Placement density heat map:
26 x 26 tiles, from dark blue (low) to red (high), 0 to 100% covered.
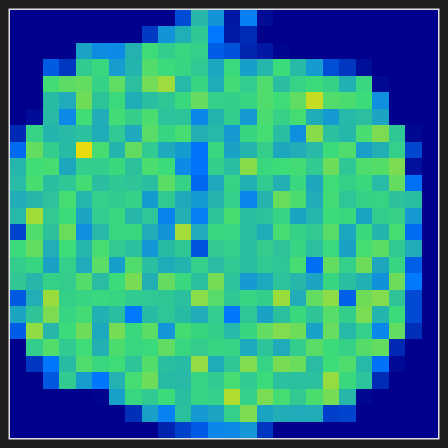
Cell placement:
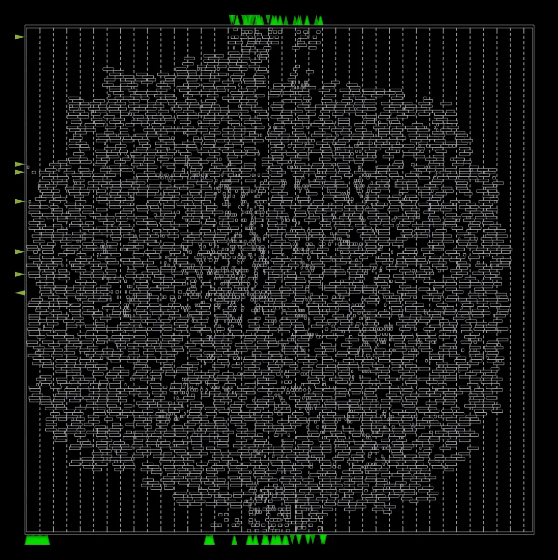
Signal wires on met1:
(1 px per µm) Supply wires on this layer in gray. Cells faint in the background.
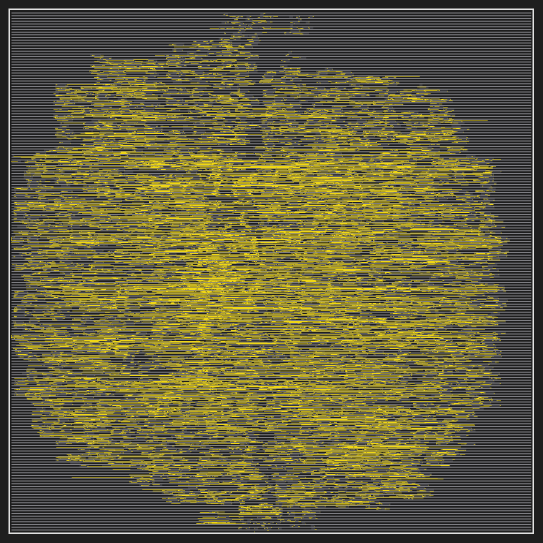
I/O nets highlighted:
(1 px per µm)
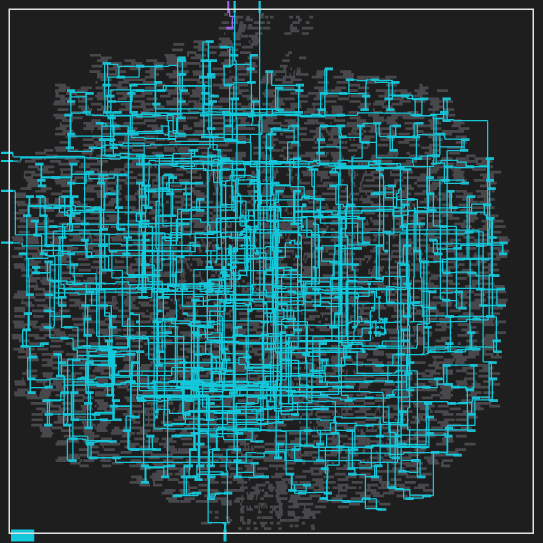
<file path="config.mk">
export PLATFORM = sky130hd
export DESIGN_NAME = dmem_sized_flat
export DESIGN_NICKNAME = d
export VERILOG_FILES = /design/src/rtl/dmem_sized_if.sv /design/src/rtl/dmem_sized.sv /design/src/flat_wrapper.sv
export SDC_FILE = /design/constraint.sdc
export NUM_CORES = 2
export LEC_CHECK = 0
export ABC_CLOCK_PERIOD_IN_PS = 6600
export CAP_MARGIN = 20
export CELL_PAD_IN_SITES_DETAIL_PLACEMENT = 0
export CELL_PAD_IN_SITES_GLOBAL_PLACEMENT = 1
export CORE_UTILIZATION = 30
export DETAILED_ROUTE_END_ITERATION = 6
export GPL_ROUTABILITY_DRIVEN = 0
export GPL_TIMING_DRIVEN = 0
export HOLD_SLACK_MARGIN = 0.05
export PLACE_DENSITY = 0.48
export SLEW_MARGIN = 30
export SYNTH_ARGS = -nofsm -noshare
export SYNTH_HDL_FRONTEND = slang
export SYNTH_SLANG_ARGS = --single-unit
</file>
<file path="constraint.sdc">
create_clock -name clk -period 6.6 [get_ports clk]
set_input_delay 0.66 -clock clk [delete_from_list [all_inputs] [get_ports clk]]
set_output_delay 0.66 -clock clk [all_outputs]
set_load 0.02 [all_outputs]
</file>
<file path="src/rtl/dmem_sized_if.sv">
// Load/store request and response bundle between the core LSU and dmem_sized.
// ready/req form the handshake; rvalid/rdata/fault return one cycle after acceptance.
interface dmem_sized_if;
    logic        req;
    logic        we;
    logic [1:0]  size;
    logic        unsigned_ld;
    logic [31:0] addr;
    logic [31:0] wdata;
    logic        ready;
    logic        rvalid;
    logic [31:0] rdata;
    logic        fault;

    modport master (
        output req, we, size, unsigned_ld, addr, wdata,
        input  ready, rvalid, rdata, fault
    );

    modport slave (
        input  req, we, size, unsigned_ld, addr, wdata,
        output ready, rvalid, rdata, fault
    );
endinterface

</file>
<file path="src/rtl/dmem_sized.sv">
// Sized data memory: byte/half/word stores with lane masks, extended loads, post-reset clear sweep.
// Latency: 1 cycle from acceptance to rvalid; ready low for DEPTH cycles after reset.
// Backpressure: none in RUN (one access/cycle); optional DMEM_SIZED_RANGE_CHECK_EN faults out-of-range addresses.
module dmem_sized #(
    parameter int          DEPTH      = 64,
    parameter logic [31:0] INIT_VALUE = 32'h0000_0000
) (
    input  logic         clk,
    input  logic         reset,
    dmem_sized_if.slave  bus
);
    localparam int AW = $clog2(DEPTH);

    typedef enum logic {ST_CLEAR, ST_RUN} state_e;

    state_e          state_q, state_d;
    logic [AW-1:0]   clr_idx_q, clr_idx_d;
    logic            rvalid_q, rvalid_d;
    logic            fault_q, fault_d;
    logic [31:0]     rdata_q, rdata_d;

    logic [31:0]     mem [DEPTH];

    logic            accept;
    logic            misalign;
    logic            range_err;
    logic            bad;
    logic [AW-1:0]   idx;
    logic [1:0]      lane;
    logic [3:0]      be;
    logic [31:0]     wrep;
    logic [31:0]     rd_word;
    logic [31:0]     rd_shift;
    logic [31:0]     ld_data;

    assign idx    = bus.addr[AW+1:2];
    assign lane   = bus.addr[1:0];
    assign accept = bus.req && (state_q == ST_RUN);

    always_comb begin
        misalign = 1'b0;
        case (bus.size)
            2'b00:   misalign = 1'b0;
            2'b01:   misalign = bus.addr[0];
            2'b10:   misalign = (lane != 2'b00);
            default: misalign = 1'b1;
        endcase
    end

`ifdef DMEM_SIZED_RANGE_CHECK_EN
    assign range_err = |bus.addr[31:AW+2];
`else
    logic unused_addr_hi;
    assign unused_addr_hi = ^bus.addr[31:AW+2];
    assign range_err      = 1'b0;
`endif

    assign bad = misalign || range_err;

    // Byte enables and lane-replicated write data so every lane sees its own slice.
    always_comb begin
        be   = 4'b0000;
        wrep = bus.wdata;
        case (bus.size)
            2'b00: begin
                be   = 4'b0001 << lane;
                wrep = {4{bus.wdata[7:0]}};
            end
            2'b01: begin
                be   = bus.addr[1] ? 4'b1100 : 4'b0011;
                wrep = {2{bus.wdata[15:0]}};
            end
            2'b10: be = 4'b1111;
            default: be = 4'b0000;
        endcase
    end

    assign rd_word  = mem[idx];
    assign rd_shift = rd_word >> {lane, 3'b000};

    always_comb begin
        ld_data = rd_word;
        case (bus.size)
            2'b00:   ld_data = {{24{~bus.unsigned_ld & rd_shift[7]}},  rd_shift[7:0]};
            2'b01:   ld_data = {{16{~bus.unsigned_ld & rd_shift[15]}}, rd_shift[15:0]};
            default: ld_data = rd_word;
        endcase
    end

    // Array has no reset of its own; the CLEAR sweep is its only initialisation.
    always_ff @(posedge clk) begin
        if (state_q == ST_CLEAR) begin
            mem[clr_idx_q] <= INIT_VALUE;
        end else if (accept && bus.we && !bad) begin
            for (int b = 0; b < 4; b++) begin
                if (be[b]) begin
                    mem[idx][8*b +: 8] <= wrep[8*b +: 8];
                end
            end
        end
    end

    always_comb begin
        state_d   = state_q;
        clr_idx_d = clr_idx_q;
        case (state_q)
            ST_CLEAR: begin
                clr_idx_d = clr_idx_q + 1'b1;
                if (clr_idx_q == AW'(DEPTH - 1)) begin
                    state_d = ST_RUN;
                end
            end
            ST_RUN:  state_d = ST_RUN;
            default: state_d = ST_CLEAR;
        endcase

        rvalid_d = accept;
        fault_d  = accept && bad;
        rdata_d  = (accept && !bad && !bus.we) ? ld_data : 32'h0;
    end

    always_ff @(posedge clk) begin
        if (reset) begin
            state_q   <= ST_CLEAR;
            clr_idx_q <= '0;
            rvalid_q  <= 1'b0;
            fault_q   <= 1'b0;
            rdata_q   <= 32'h0;
        end else begin
            state_q   <= state_d;
            clr_idx_q <= clr_idx_d;
            rvalid_q  <= rvalid_d;
            fault_q   <= fault_d;
            rdata_q   <= rdata_d;
        end
    end

    assign bus.ready  = (state_q == ST_RUN);
    assign bus.rvalid = rvalid_q;
    assign bus.fault  = fault_q;
    assign bus.rdata  = rdata_q;
endmodule

</file>
<file path="src/flat_wrapper.sv">
// flat-port wrapper written by rule: the top's interface ports become plain ports
module dmem_sized_flat 
#(
    parameter int          DEPTH      = 64,
    parameter logic [31:0] INIT_VALUE = 32'h0000_0000
)
  (clk, reset, bus_req, bus_we, bus_size, bus_unsigned_ld, bus_addr, bus_wdata, bus_ready, bus_rvalid, bus_rdata, bus_fault);
  dmem_sized_if bus_i ();
  input  logic clk;
  input  logic reset;
  input wire logic [$bits(bus_i.req)-1:0] bus_req;
  input wire logic [$bits(bus_i.we)-1:0] bus_we;
  input wire logic [$bits(bus_i.size)-1:0] bus_size;
  input wire logic [$bits(bus_i.unsigned_ld)-1:0] bus_unsigned_ld;
  input wire logic [$bits(bus_i.addr)-1:0] bus_addr;
  input wire logic [$bits(bus_i.wdata)-1:0] bus_wdata;
  output wire logic [$bits(bus_i.ready)-1:0] bus_ready;
  output wire logic [$bits(bus_i.rvalid)-1:0] bus_rvalid;
  output wire logic [$bits(bus_i.rdata)-1:0] bus_rdata;
  output wire logic [$bits(bus_i.fault)-1:0] bus_fault;
  assign bus_i.req = bus_req;
  assign bus_i.we = bus_we;
  assign bus_i.size = bus_size;
  assign bus_i.unsigned_ld = bus_unsigned_ld;
  assign bus_i.addr = bus_addr;
  assign bus_i.wdata = bus_wdata;
  assign bus_ready = bus_i.ready;
  assign bus_rvalid = bus_i.rvalid;
  assign bus_rdata = bus_i.rdata;
  assign bus_fault = bus_i.fault;
  dmem_sized #(.DEPTH(DEPTH), .INIT_VALUE(INIT_VALUE)) u_core (.clk(clk), .reset(reset), .bus(bus_i));
endmodule
</file>
==> run_results.csv <==
group,metric,value,unit
synthesis,synthDistinctLibCells,62,
power,clock_net_power,12200,µW
synthesis,synth_area,81320,µm²
power,p_leak,0.03348,µW
global_routing,grtUsageMet2,0.3302,
synthesis,post-synth-top-area-fraction,0.7563,
global_routing,grt_first_pass_wirelength,375200,µm
synthesis,synth_warnings,0,
worst_setup_path,critical_path.top_delay_family,"buffers and inverters",
power,pg_seq,14400,µW
worst_setup_path,crit_path_max_fanout,10,
synthesis,post_synth_most_frequent_cells,"edfxtp_1, mux4_2, nor2_1, nand2_1, clkbuf_1",
final_timing,final_tns_setup,0,ns
place,hpwl,199900,µm
drt,met3RoutedLength,13770,µm
place,post-place-ws,-0.7572,ns
worst_setup_path,worst-path-buf-inv,7,
global_routing,grt.busiest_layer,"met2",
worst_hold_path,worstHoldStart,"reset",
final_layout,final_net_count,4300,
floorplan,placement_rows,190,
clock_network,cts.repair.resized,0,
global_routing,global_route.overflow_total,0,
final_layout,number_of_combinational_gates_with_multiple_inputs,1522,
synthesis,compound_area_frac,0.02857,
synthesis,synth_sequential_area_ratio,0.7664,
clock_network,cts_hold_repair.buffers,0,
final_layout,antenna-diode-count,28,
synthesis,post-synth-top-area-cell,"edfxtp_1",
final_timing,worst_hold_slack,0.1978,ns
clock_network,cts_tree,"yes",
synthesis,synth-async-reset-ratio,0,
drt,routed.top_layer,"met5",
final_timing,tightestPinTransition,1.146,ns
flow_run,cap_viol_max_count,0,
power,power_switching,6222,µW
worst_hold_path,timing.hold.worst.class,"input pin to register",
worst_setup_path,critical_path_depth,14,
drt,met1_length,118400,µm
worst_setup_path,highest_cell_delay_on_the_worst_timing_path,0.81,ns
synthesis,synthesis.nets,3918,
drt,detail_route.vias_per_cell,5.199,
place,port_buffers,74,
power,p_comb_frac,0.044,
status,status,"finished, final reports clean",
drt,finalWirelength,278200,µm
final_layout,buffers_excl_clock,383,
power,total_power,27840,µW
global_routing,groute.layer.met1.usage,0.2727,
synthesis,mux_area_frac,0.1619,
power,p_clk_frac,0.437,
final_timing,final_period_minus_worst_setup_slack,6.431,ns
floorplan,boundaryPins,106,
synthesis,post_synth_inst_count,3846,
final_layout,fillers,24930,
drt,routed_wire_length_per_instance,34.81,µm
worst_setup_path,worst_r2r_path_depth,8,
synthesis,netlist_top_cells_area,"edfxtp_1, mux4_2, nor2_1",
final_layout,mostFrequentLayoutCells,"edfxtp_1, mux4_2, clkbuf_16",
floorplan,die_h,522.6,µm
synthesis,ys_cells,3846,
worst_setup_path,r2r_slack,2.14,ns
flow_run,warnings,50,
worst_setup_path,crit_path_start_kind,"input pin",
synthesis,count_of_flip_flops_with_a_built_in_enable_after_synthesis,2048,
power,pwr.group.combinational,1240,µW
final_layout,clockNetworkAreaShare,0.07277,
final_timing,timing.slew.headroom,0.2330,
synthesis,synth-main-ff-cell,"edfxtp_1",
final_timing,setup_ws,0.1694,ns
global_routing,first_global_vias,42350,
final_layout,flow.area_growth_from_synthesis,18.34,%
clock_network,clockRootBuffer,"clkbuf_16",
global_routing,grtUsageTotal,0.2039,
final_layout,max_flop_register,"u_core.mem",
drt,drcViolationCount,0,
global_routing,antenna_found_initial,17,
power,power.share.switching,0.2235,
power,irDropWorstVdd,0.2341,mV
drt,postRouteAntennaNets,0,
final_timing,rsz0062_at_grt,"false",
drt,detailroute.wirelength.met2,133000,µm
final_layout,combAreaFraction,0.1928,
final_timing,final_min_period_over_clock_period,0.9743,
synthesis,synth_flop_count,2089,
place,numPlacedInstances,7551,
final_layout,area.sequential,62320,µm²
final_layout,largest_reg_flops,2048,
worst_setup_path,timing_worst_setup_path_type,"input pin to register",
clock_network,cts_setup_buffers,0,
global_routing,grt_max_degree,65,
drt,route.vias.total,41540,
final_layout,clock_buffer_count,290,
place,standard_cell_area_after_detailed_placement,89110,µm²
final_timing,final-max-slew-violation-count,0,
final_layout,buf_share,0.03966,
final_timing,clock-skew-final,0.03987,ns
worst_setup_path,worst_setup_path_end_kind,"register",
worst_setup_path,timing.rr.start,"u_core.bus.ready",
global_routing,global_route.usage.met3,0.02972,
worst_setup_path,crit_top_cell,"buf_2",
final_layout,area.share.sequential,0.6476,
clock_network,tritoncts.num_buffers,227,
final_timing,maxClockFrequency,155.5,MHz
drt,number_of_drc_markers_in_iteration_0,4459,
power,power_per_cell_area,289.3,nW/µm²
final_layout,final_common_cell,"edfxtp_1",
synthesis,most_frequent_cell_after_synthesis,"edfxtp_1",
worst_setup_path,critical_path.endpoint,"u_core.bus.rdata[6]",
worst_hold_path,whs_path_depth,2,
final_layout,area.combinational,18560,µm²
clock_network,clock_insertion_delay_worst_skew,0.89,ns
synthesis,synthesized_area_fraction_occupied_by_adder_cells,0.0001539,
clock_network,clkTransAtPathRegs,0.06,ns
synthesis,xor_area_frac,0.0004308,
synthesis,yosys_area,81320,µm²
synthesis,post_synth_and_or_nand_nor_area_fraction,0.02830,
final_layout,drive_above_1_share,0.2827,
worst_setup_path,regToRegEndpoint,"u_core.mem[62][27]",
clock_network,cts_max_path_buffers,3,
clock_network,cts_htree_levels,4,
worst_setup_path,cp.arrival,7.12,ns
floorplan,chipArea,273100,µm²
worst_setup_path,slowest_stage,"clkdlybuf4s50_1",
final_layout,top_area_cell_class,"sequential cells",
final_layout,n_all_inverters,5,
drt,firstDrtPassIters,5,
final_timing,final-setup-viol-count,0,
power,power_report.internal_total,21620,µW
final_layout,final_cells,7991,
synthesis,ys_top_logic_family,"multiplexers",
final_timing,final-hold-violation-count,0,
power,sequentialPowerShare,0.519,
worst_setup_path,timing.critical_path.from,"bus_addr[3]",
worst_hold_path,min_delay_worst_endpoint,"u_core.clr_idx_q[2]",
worst_setup_path,timing.critical_path.cells,"clkdlybuf4s50_1, buf_4, buf_4, buf_2, buf_2, buf_2, clkbuf_1, mux4_2, a22oi_1, a21oi_1, nor2_1, o21ai_1, mux2i_1, o21ai_0",
synthesis,avgSynthCellArea,21.14,µm²
floorplan,fp-utilization,0.3027,
floorplan,die-width,522.6,µm
final_layout,stdcell_area,96230,µm²
About 'placement density heat map':
The emptiest ninth of the die: top right. 21% of the tiles are nearly empty. The mean over all tiles is 34%. The fullest tile reaches 72%.

About 'cell placement':
sequential cell count of the final layout: 2089
placeable core area: 268600 µm²
TAP cells: 3552
utilization of the core after routing: 0.3582

About 'signal wires on met1':
4216 nets have wire on it. The layer carries 118 mm of wire. The layer holds 43% of the routed length. The longest straight run is 161 µm.

About 'I/O nets highlighted':
bus_addr: in cyan, direction input, end cells 716, buffers 148, wire 49.8 mm. bus_fault: in purple, direction output, end cells 1, buffers 1, wire 24.2 µm.

Power and IR drop assume default switching activity.
